===== src/rtl/rtl_settings_pkg.sv =====
// Shared settings for the measurement engine: CSR word indices, result array
// type, ADDR_TYPE string values and small arithmetic helpers.
package rtl_settings_pkg;

  localparam int CSR_WR_TICKS = 0;
  localparam int CSR_WR_UNITS = 1;
  localparam int CSR_RD_TICKS = 2;
  localparam int CSR_RD_WORDS = 3;
  localparam int CSR_MIN_DEL  = 4;
  localparam int CSR_MAX_DEL  = 5;
  localparam int CSR_SUM_DEL  = 6;
  localparam int CSR_RD_REQ   = 7;
  localparam int CSR_NUM      = 8;

  typedef logic [CSR_NUM-1:0][31:0] meas_result_t;

  localparam string ADDR_TYPE_BYTE = "BYTE";
  localparam string ADDR_TYPE_WORD = "WORD";

  // Widest byteenable slice bytes_count can take; callers zero-extend.
  localparam int BE_MAX_W = 256;

  function automatic int unsigned bytes_count(input logic [BE_MAX_W-1:0] be);
    int unsigned n;
    n = 0;
    for (int i = 0; i < BE_MAX_W; i++) n = n + {31'd0, be[i]};
    return n;
  endfunction

  // 32-bit add that sticks at all-ones instead of wrapping.
  function automatic logic [31:0] sat_add32(input logic [31:0] a, input logic [31:0] b);
    logic [32:0] s;
    s = {1'b0, a} + {1'b0, b};
    return s[32] ? 32'hFFFF_FFFF : s[31:0];
  endfunction

endpackage


===== src/rtl/byteen_sum_pipe.sv =====
// Registered popcount adder tree for write byteenables. Leaves count PIPE_W
// byte lanes each; pair-wise sums are registered once per tree level, and a
// valid shift register tracks beats through the tree.
module byteen_sum_pipe
  import rtl_settings_pkg::*;
#(
  parameter int DATA_B_W = 64,
  parameter int PIPE_W   = 16,
  parameter int SUM_W    = $clog2(DATA_B_W) + 1
)(
  input  logic                clk_i,
  input  logic                rst_i,
  input  logic [DATA_B_W-1:0] byteenable_i,
  input  logic                valid_i,
  output logic [SUM_W-1:0]    sum_o,
  output logic                valid_o,
  output logic                busy_o
);

  localparam int LEAF_W = (PIPE_W < DATA_B_W) ? PIPE_W : DATA_B_W;
  localparam int LEAVES = DATA_B_W / LEAF_W;
  localparam int STAGES = (LEAVES > 1) ? $clog2(LEAVES) : 1;
  localparam int NPAD   = 1 << STAGES;

  logic [NPAD-1:0][SUM_W-1:0]            leaf;
  logic [STAGES:1][NPAD/2-1:0][SUM_W-1:0] tree_q;
  logic [STAGES:1]                        vld_q;
  logic [STAGES:0]                        vld_pipe;

  // Leaf popcounts; padding leaves stay zero so a single leaf still gets a stage.
  always_comb begin
    leaf = '0;
    for (int j = 0; j < LEAVES; j++)
      leaf[j] = SUM_W'(bytes_count(BE_MAX_W'(byteenable_i[j*LEAF_W +: LEAF_W])));
  end

  // One registered pair-wise add per tree level; upper nodes of narrow levels hold zero.
  always_ff @(posedge clk_i or posedge rst_i) begin
    if (rst_i) begin
      tree_q <= '0;
    end else begin
      for (int j = 0; j < NPAD/2; j++)
        tree_q[1][j] <= leaf[2*j] + leaf[2*j+1];
      for (int s = 2; s <= STAGES; s++)
        for (int j = 0; j < NPAD/2; j++)
          tree_q[s][j] <= (j < (NPAD >> s)) ? tree_q[s-1][2*j] + tree_q[s-1][2*j+1] : '0;
    end
  end

  // Valid bits shifted alongside the tree levels.
  always_ff @(posedge clk_i or posedge rst_i) begin
    if (rst_i) vld_q <= '0;
    else       vld_q <= vld_pipe[STAGES-1:0];
  end

  assign vld_pipe = {vld_q, valid_i};
  assign sum_o    = tree_q[STAGES][0];
  assign valid_o  = vld_pipe[STAGES];
  assign busy_o   = |vld_pipe[STAGES:1];

endmodule


===== src/rtl/amm_meas_engine.sv =====
// Passive Avalon-MM measurement engine: write/read throughput, read request
// count and per-burst read latency min/max/sum, all saturating 32-bit words.
// Optional macro MEAS_DELAY_HIST_EN adds hist_o, an 8-bin log2 latency histogram.
module amm_meas_engine
  import rtl_settings_pkg::*;
#(
  parameter int    AMM_BURST_W = 11,
  parameter int    DATA_B_W    = 64,
  parameter string ADDR_TYPE   = "BYTE",
  parameter int    MAX_OUTST   = 8,
  parameter int    DELAY_W     = 16,
  parameter int    PIPE_W      = 16
)(
  input  logic                   clk_i,
  input  logic                   rst_i,
  input  logic                   readdatavalid_i,
  input  logic                   waitrequest_i,
  input  logic                   read_i,
  input  logic                   write_i,
  input  logic [AMM_BURST_W-1:0] burstcount_i,
  input  logic [DATA_B_W-1:0]    byteenable_i,
  input  logic                   test_start_i,
  output logic                   meas_busy_o,
  output logic                   trk_ovf_o,
`ifdef MEAS_DELAY_HIST_EN
  output logic [7:0][31:0]       hist_o,
`endif
  output meas_result_t           meas_result_o
);

  localparam int          IDX_W    = $clog2(MAX_OUTST);
  localparam int          PTR_W    = IDX_W + 1;
  localparam int          SUM_W    = $clog2(DATA_B_W) + 1;
  localparam logic [31:0] DEL_ONES = 32'({DELAY_W{1'b1}});

  // ---------------- read tracker ring ----------------
  logic [PTR_W-1:0]                        wr_ptr, rd_ptr;
  logic [MAX_OUTST-1:0][AMM_BURST_W-1:0]   trk_cnt;
  logic [MAX_OUTST-1:0][DELAY_W-1:0]       trk_del;
  logic [MAX_OUTST-1:0]                    trk_wait;
  logic [IDX_W-1:0]                        head, tail;
  logic                                    trk_empty, trk_full;
  logic                                    rd_acc, trk_push, beat, retire;
  logic [DELAY_W-1:0]                      head_del, head_lat;

  assign head      = rd_ptr[IDX_W-1:0];
  assign tail      = wr_ptr[IDX_W-1:0];
  assign trk_empty = (wr_ptr == rd_ptr);
  assign trk_full  = (wr_ptr[IDX_W] != rd_ptr[IDX_W]) && (tail == head);
  assign rd_acc    = read_i && !waitrequest_i;
  assign trk_push  = rd_acc && !trk_full;
  assign beat      = readdatavalid_i && !trk_empty;
  assign retire    = beat && (trk_cnt[head] <= AMM_BURST_W'(1));

  // Delay counter holds cycles before the first beat; latency is one more, saturating.
  assign head_del = trk_del[head];
  assign head_lat = (&head_del) ? head_del : head_del + 1'b1;

  // Ring pointers and per-entry beat count / delay / waiting state.
  always_ff @(posedge clk_i or posedge rst_i) begin
    if (rst_i) begin
      wr_ptr   <= '0;
      rd_ptr   <= '0;
      trk_cnt  <= '0;
      trk_del  <= '0;
      trk_wait <= '0;
    end else begin
      if (trk_push) wr_ptr <= wr_ptr + 1'b1;
      if (retire)   rd_ptr <= rd_ptr + 1'b1;
      for (int i = 0; i < MAX_OUTST; i++) begin
        if (trk_push && tail == IDX_W'(i)) begin
          trk_cnt[i]  <= burstcount_i;
          trk_del[i]  <= '0;
          trk_wait[i] <= 1'b1;
        end else if (beat && head == IDX_W'(i)) begin
          trk_cnt[i]  <= trk_cnt[i] - 1'b1;
          trk_wait[i] <= 1'b0;
        end else if (trk_wait[i] && !(&trk_del[i])) begin
          trk_del[i]  <= trk_del[i] + 1'b1;
        end
      end
    end
  end

  // Latency of the retiring entry, held one cycle before statistics update.
  logic [DELAY_W-1:0] lat_q;
  logic               lat_vld_q;

  always_ff @(posedge clk_i or posedge rst_i) begin
    if (rst_i) begin
      lat_q     <= '0;
      lat_vld_q <= 1'b0;
    end else begin
      lat_q     <= head_lat;
      lat_vld_q <= retire;
    end
  end

  // ---------------- write unit counting ----------------
  logic             wr_acc, wr_vld, wr_busy;
  logic [SUM_W-1:0] wr_sum;

  assign wr_acc = write_i && !waitrequest_i;

  if (ADDR_TYPE == ADDR_TYPE_WORD) begin : g_word
    logic wr_vld_q;
    // One unit per accepted beat, delayed a cycle.
    always_ff @(posedge clk_i or posedge rst_i) begin
      if (rst_i) wr_vld_q <= 1'b0;
      else       wr_vld_q <= wr_acc;
    end
    assign wr_vld  = wr_vld_q;
    assign wr_sum  = SUM_W'(1);
    assign wr_busy = wr_vld_q;
  end else begin : g_byte
    byteen_sum_pipe #(
      .DATA_B_W (DATA_B_W),
      .PIPE_W   (PIPE_W),
      .SUM_W    (SUM_W)
    ) u_sum (
      .clk_i        (clk_i),
      .rst_i        (rst_i),
      .byteenable_i (byteenable_i),
      .valid_i      (wr_acc),
      .sum_o        (wr_sum),
      .valid_o      (wr_vld),
      .busy_o       (wr_busy)
    );
  end

  // ---------------- result registers ----------------
  meas_result_t res_q;
  logic         ovf_q;
  logic [31:0]  lat32;

  assign lat32 = 32'(lat_q);

  // Saturating counters and latency stats; test_start overrides any increment.
  always_ff @(posedge clk_i or posedge rst_i) begin
    if (rst_i) begin
      res_q              <= '0;
      res_q[CSR_MIN_DEL] <= DEL_ONES;
      ovf_q              <= 1'b0;
    end else if (test_start_i) begin
      res_q              <= '0;
      res_q[CSR_MIN_DEL] <= DEL_ONES;
      ovf_q              <= 1'b0;
    end else begin
      if (rd_acc && trk_full) ovf_q <= 1'b1;
      if (write_i)
        res_q[CSR_WR_TICKS] <= sat_add32(res_q[CSR_WR_TICKS], 32'd1);
      if (wr_vld)
        res_q[CSR_WR_UNITS] <= sat_add32(res_q[CSR_WR_UNITS], 32'(wr_sum));
      if (!trk_empty)
        res_q[CSR_RD_TICKS] <= sat_add32(res_q[CSR_RD_TICKS], 32'd1);
      if (readdatavalid_i)
        res_q[CSR_RD_WORDS] <= sat_add32(res_q[CSR_RD_WORDS], 32'd1);
      if (rd_acc)
        res_q[CSR_RD_REQ]   <= sat_add32(res_q[CSR_RD_REQ], 32'd1);
      if (lat_vld_q) begin
        if (lat32 < res_q[CSR_MIN_DEL]) res_q[CSR_MIN_DEL] <= lat32;
        if (lat32 > res_q[CSR_MAX_DEL]) res_q[CSR_MAX_DEL] <= lat32;
        res_q[CSR_SUM_DEL] <= sat_add32(res_q[CSR_SUM_DEL], lat32);
      end
    end
  end

`ifdef MEAS_DELAY_HIST_EN
  logic [7:0][31:0] hist_q;
  logic [2:0]       bin;

  // Bin = floor(log2(latency)), capped at 7.
  always_comb begin
    bin = '0;
    for (int b = 1; b < 8; b++)
      if (lat32 >= (32'd1 << b)) bin = 3'(b);
  end

  // Histogram shares the statistics lag and the test_start clear.
  always_ff @(posedge clk_i or posedge rst_i) begin
    if (rst_i)             hist_q      <= '0;
    else if (test_start_i) hist_q      <= '0;
    else if (lat_vld_q)    hist_q[bin] <= sat_add32(hist_q[bin], 32'd1);
  end

  assign hist_o = hist_q;
`endif

  assign meas_result_o = res_q;
  assign trk_ovf_o     = ovf_q;
  assign meas_busy_o   = !trk_empty || wr_busy;

endmodule


===== config.mk =====
export PLATFORM = sky130hd
export DESIGN_NAME = amm_meas_engine
export DESIGN_NICKNAME = d
export VERILOG_FILES = /design/src/rtl/rtl_settings_pkg.sv /design/src/rtl/byteen_sum_pipe.sv /design/src/rtl/amm_meas_engine.sv
export SDC_FILE = /design/constraint.sdc
export NUM_CORES = 2
export LEC_CHECK = 0
export ABC_CLOCK_PERIOD_IN_PS = 22200
export CORE_MARGIN = 5
export CORE_UTILIZATION = 40
export DETAILED_ROUTE_END_ITERATION = 10
export PLACE_DENSITY = 0.64
export RECOVER_POWER = 25
export SETUP_SLACK_MARGIN = 0.5
export SLEW_MARGIN = 25
export SYNTH_ARGS = -nofsm -noshare
export SYNTH_HDL_FRONTEND = slang
export SYNTH_SLANG_ARGS = --single-unit
export TNS_END_PERCENT = 20

===== constraint.sdc =====
create_clock -name clk_i -period 22.2 [get_ports clk_i]
set_input_delay 3.33 -clock clk_i [delete_from_list [all_inputs] [get_ports clk_i]]
set_output_delay 3.33 -clock clk_i [all_outputs]
set_load 0.005 [all_outputs]

==> flow_metrics.tcl <==
# place-and-route summary
set metrics [dict create \
    status "finished with violations" \
    violations "max-capacitance violations, max-slew violations" \
    ys_sh_xor 0.0640 \
    r2r_start "rd_ptr[1]$_DFFE_PP0P_" \
    slew_headroom -2.14 \
    yosysUniqueCellTypes 79 \
    finalPower_uw 3330 \
    maxCapViolations 6 \
    drive_above_1_share 0.0608 \
    crit_fanout 60 \
    dp_hpwl_mm 62.3 \
    routedWlPerCell_um 19.0 \
    cts_tree "built" \
    synth-seq-area-share 0.412 \
    ys_chip_area_um2 30100 \
    grt_max_degree 148 \
    simple_gate_share 0.217 \
    post_cts_buffers 0 \
    hold_end "g_byte.u_sum.vld_q[2]$_DFF_PP0_" \
    numCtsBuffers 57 \
    maxSlewViolCount 391 \
    fin_setup_tns_ns 0 \
    fmax_ghz 0.114 \
    htree_levels 2 \
    grt.total_usage 0.205 \
    slowest_delay_ns 3.05 \
    worst_pin_slew_ns 4.69 \
    clk_path_buf_depth 3 \
    ys_cells 3245 \
    rsz0062_at_grt "no" \
    cts_sinks 495 \
    cpLargestDelayFamily "buffers and inverters" \
    final.setup.worst_slack_ns 13.41 \
    core_util_floorplan 0.404 \
    synth_cells 3245 \
    syn_area_um2 30100 \
    startpoint "test_start_i" \
    fin_crit_ns 8.79 \
    layout.cells.most_common "dfrtp_1" \
    synth-main-ff-cell "dfrtp_1" \
    critical_path_class "in2reg" \
    crit_path_top_delay_cell "clkinvlp_2" \
    ctsHoldBuffers 0 \
]
-- state kept, by name, summed over array words and instances, names as in the netlist, 2 cells and up --
name	flops
meas_result_o	224
lat_q	16
trk_wait	8
trk_del	128
g_byte.u_sum.sum_o	7
trk_cnt	88
wr_ptr	4
rd_ptr	4
g_byte.u_sum.vld_q	2
g_byte.u_sum.tree_q	12
-- power by group --
part | switching, uW | internal, uW | total [uW]
combinational | 610 | 493 | 1100
sequential | 189 | 1080 | 1270
clock | 401 | 556 | 957
-- synth_stat cells (39+ instances only) --
cell | instances | share of area
a211oi_1 | 62 | 0.015
a21oi_1 | 125 | 0.021
a311oi_1 | 43 | 0.013
a31oi_1 | 49 | 0.010
and3_1 | 79 | 0.016
and4_1 | 39 | 0.011
clkbuf_1 | 110 | 0.014
dfrtp_1 | 479 | 0.40
fa_1 | 53 | 0.035
ha_1 | 121 | 0.050
inv_1 | 179 | 0.022
mux2i_1 | 64 | 0.021
nand2_1 | 317 | 0.040
nand3_1 | 168 | 0.028
nand4_1 | 78 | 0.016
nor2_1 | 323 | 0.040
nor3_1 | 129 | 0.021
o21ai_0 | 172 | 0.029
or3_1 | 41 | 0.0085
xnor2_1 | 118 | 0.034
xor2_1 | 102 | 0.030
-- metal layers --
layer,wire (um),track usage
met2,39900,0.328
met1,37600,0.286
met5,0,0
met3,6880,0.0482
met4,1860,0.0482
-- area by class of cell --
| class | count | area (um2) |
|---|---|---|
| inverters | 183 | 689 |
| multi-input cells | 2433 | 16300 |
| clock buffers | 77 | 1570 |
| repair buffers | 338 | 3300 |
| well taps | 969 | 1210 |
| fillers | 6975 | 38700 |
| flip-flops and latches | 495 | 12400 |
| clock inverters | 29 | 324 |
m3.png
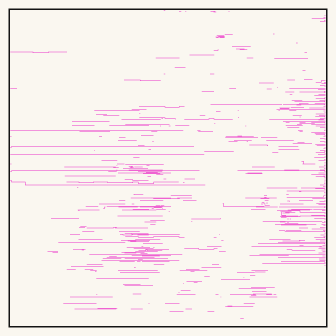
- wire length on this layer: 6,880 um
- longest straight run: 174 um
- share of all routed wire: 8.0%
- main direction: horizontal
Routed WL: 86.2 mm
met3 GRT Util: 0.0482
vias: 25,220

pinout.png
Pins as bars across the die edge, other pins in grey.
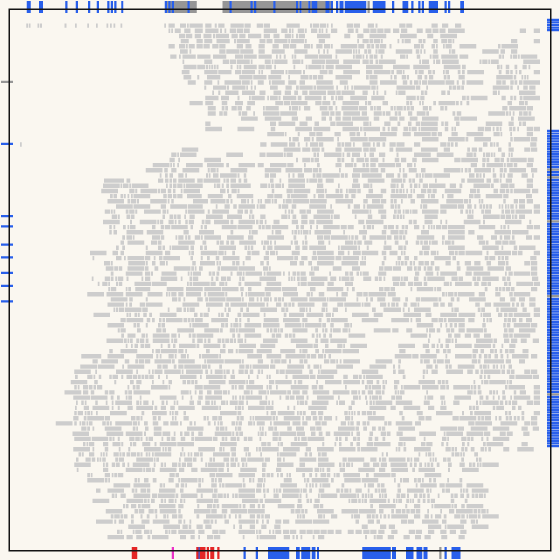
- blue: `meas_result_o` (pins 256; direction output; edge 123 right, 67 top, 58 bottom, 8 left)
- magenta: `readdatavalid_i` (pins 1; direction input; edge bottom)
- red: `burstcount_i` (pins 11; direction input; edge bottom)
- all pins by edge: 132 top, 128 right, 71 bottom, 9 left
Die H: 284 um
Port Buffers: 307
Die W: 284 um

clock_wires.png
The bar under the picture is 100 um long.
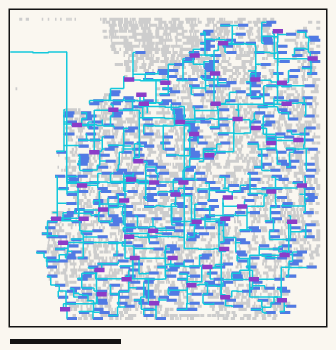
- purple: clock-net drivers (count 57)
- cyan: clock wires (length 7,310 um)
- blue: flip-flops (count 495)
- routed clock nets: 58
- flops lie: spread over the die
Late-Pin Clk Latency: 0.64 ns
clock-net power: 957 uW
clock skew: 0.0531 ns

util_map.png
The die is cut into 28 by 28 equal tiles; white is low, dark blue is high, 0 to 100% covered.
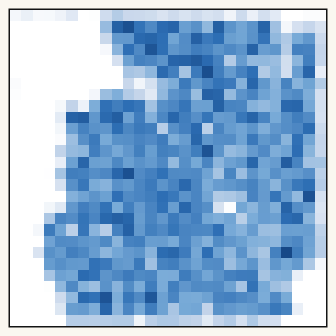
- tiles over 75% full: 7.5%
- densest ninth of the die: middle
- nearly empty tiles: 19%
Util after Layout: 0.481
Core ar.: 74,600 um2

placed.png
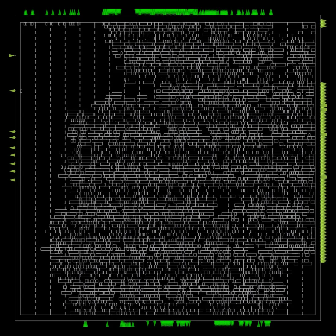
Post-Layout Cell Count: 4,524
Fillers: 6,975
flop share of the area: 0.346
row count: 100

No activity file was given, so power comes from the tool's default toggle rates.
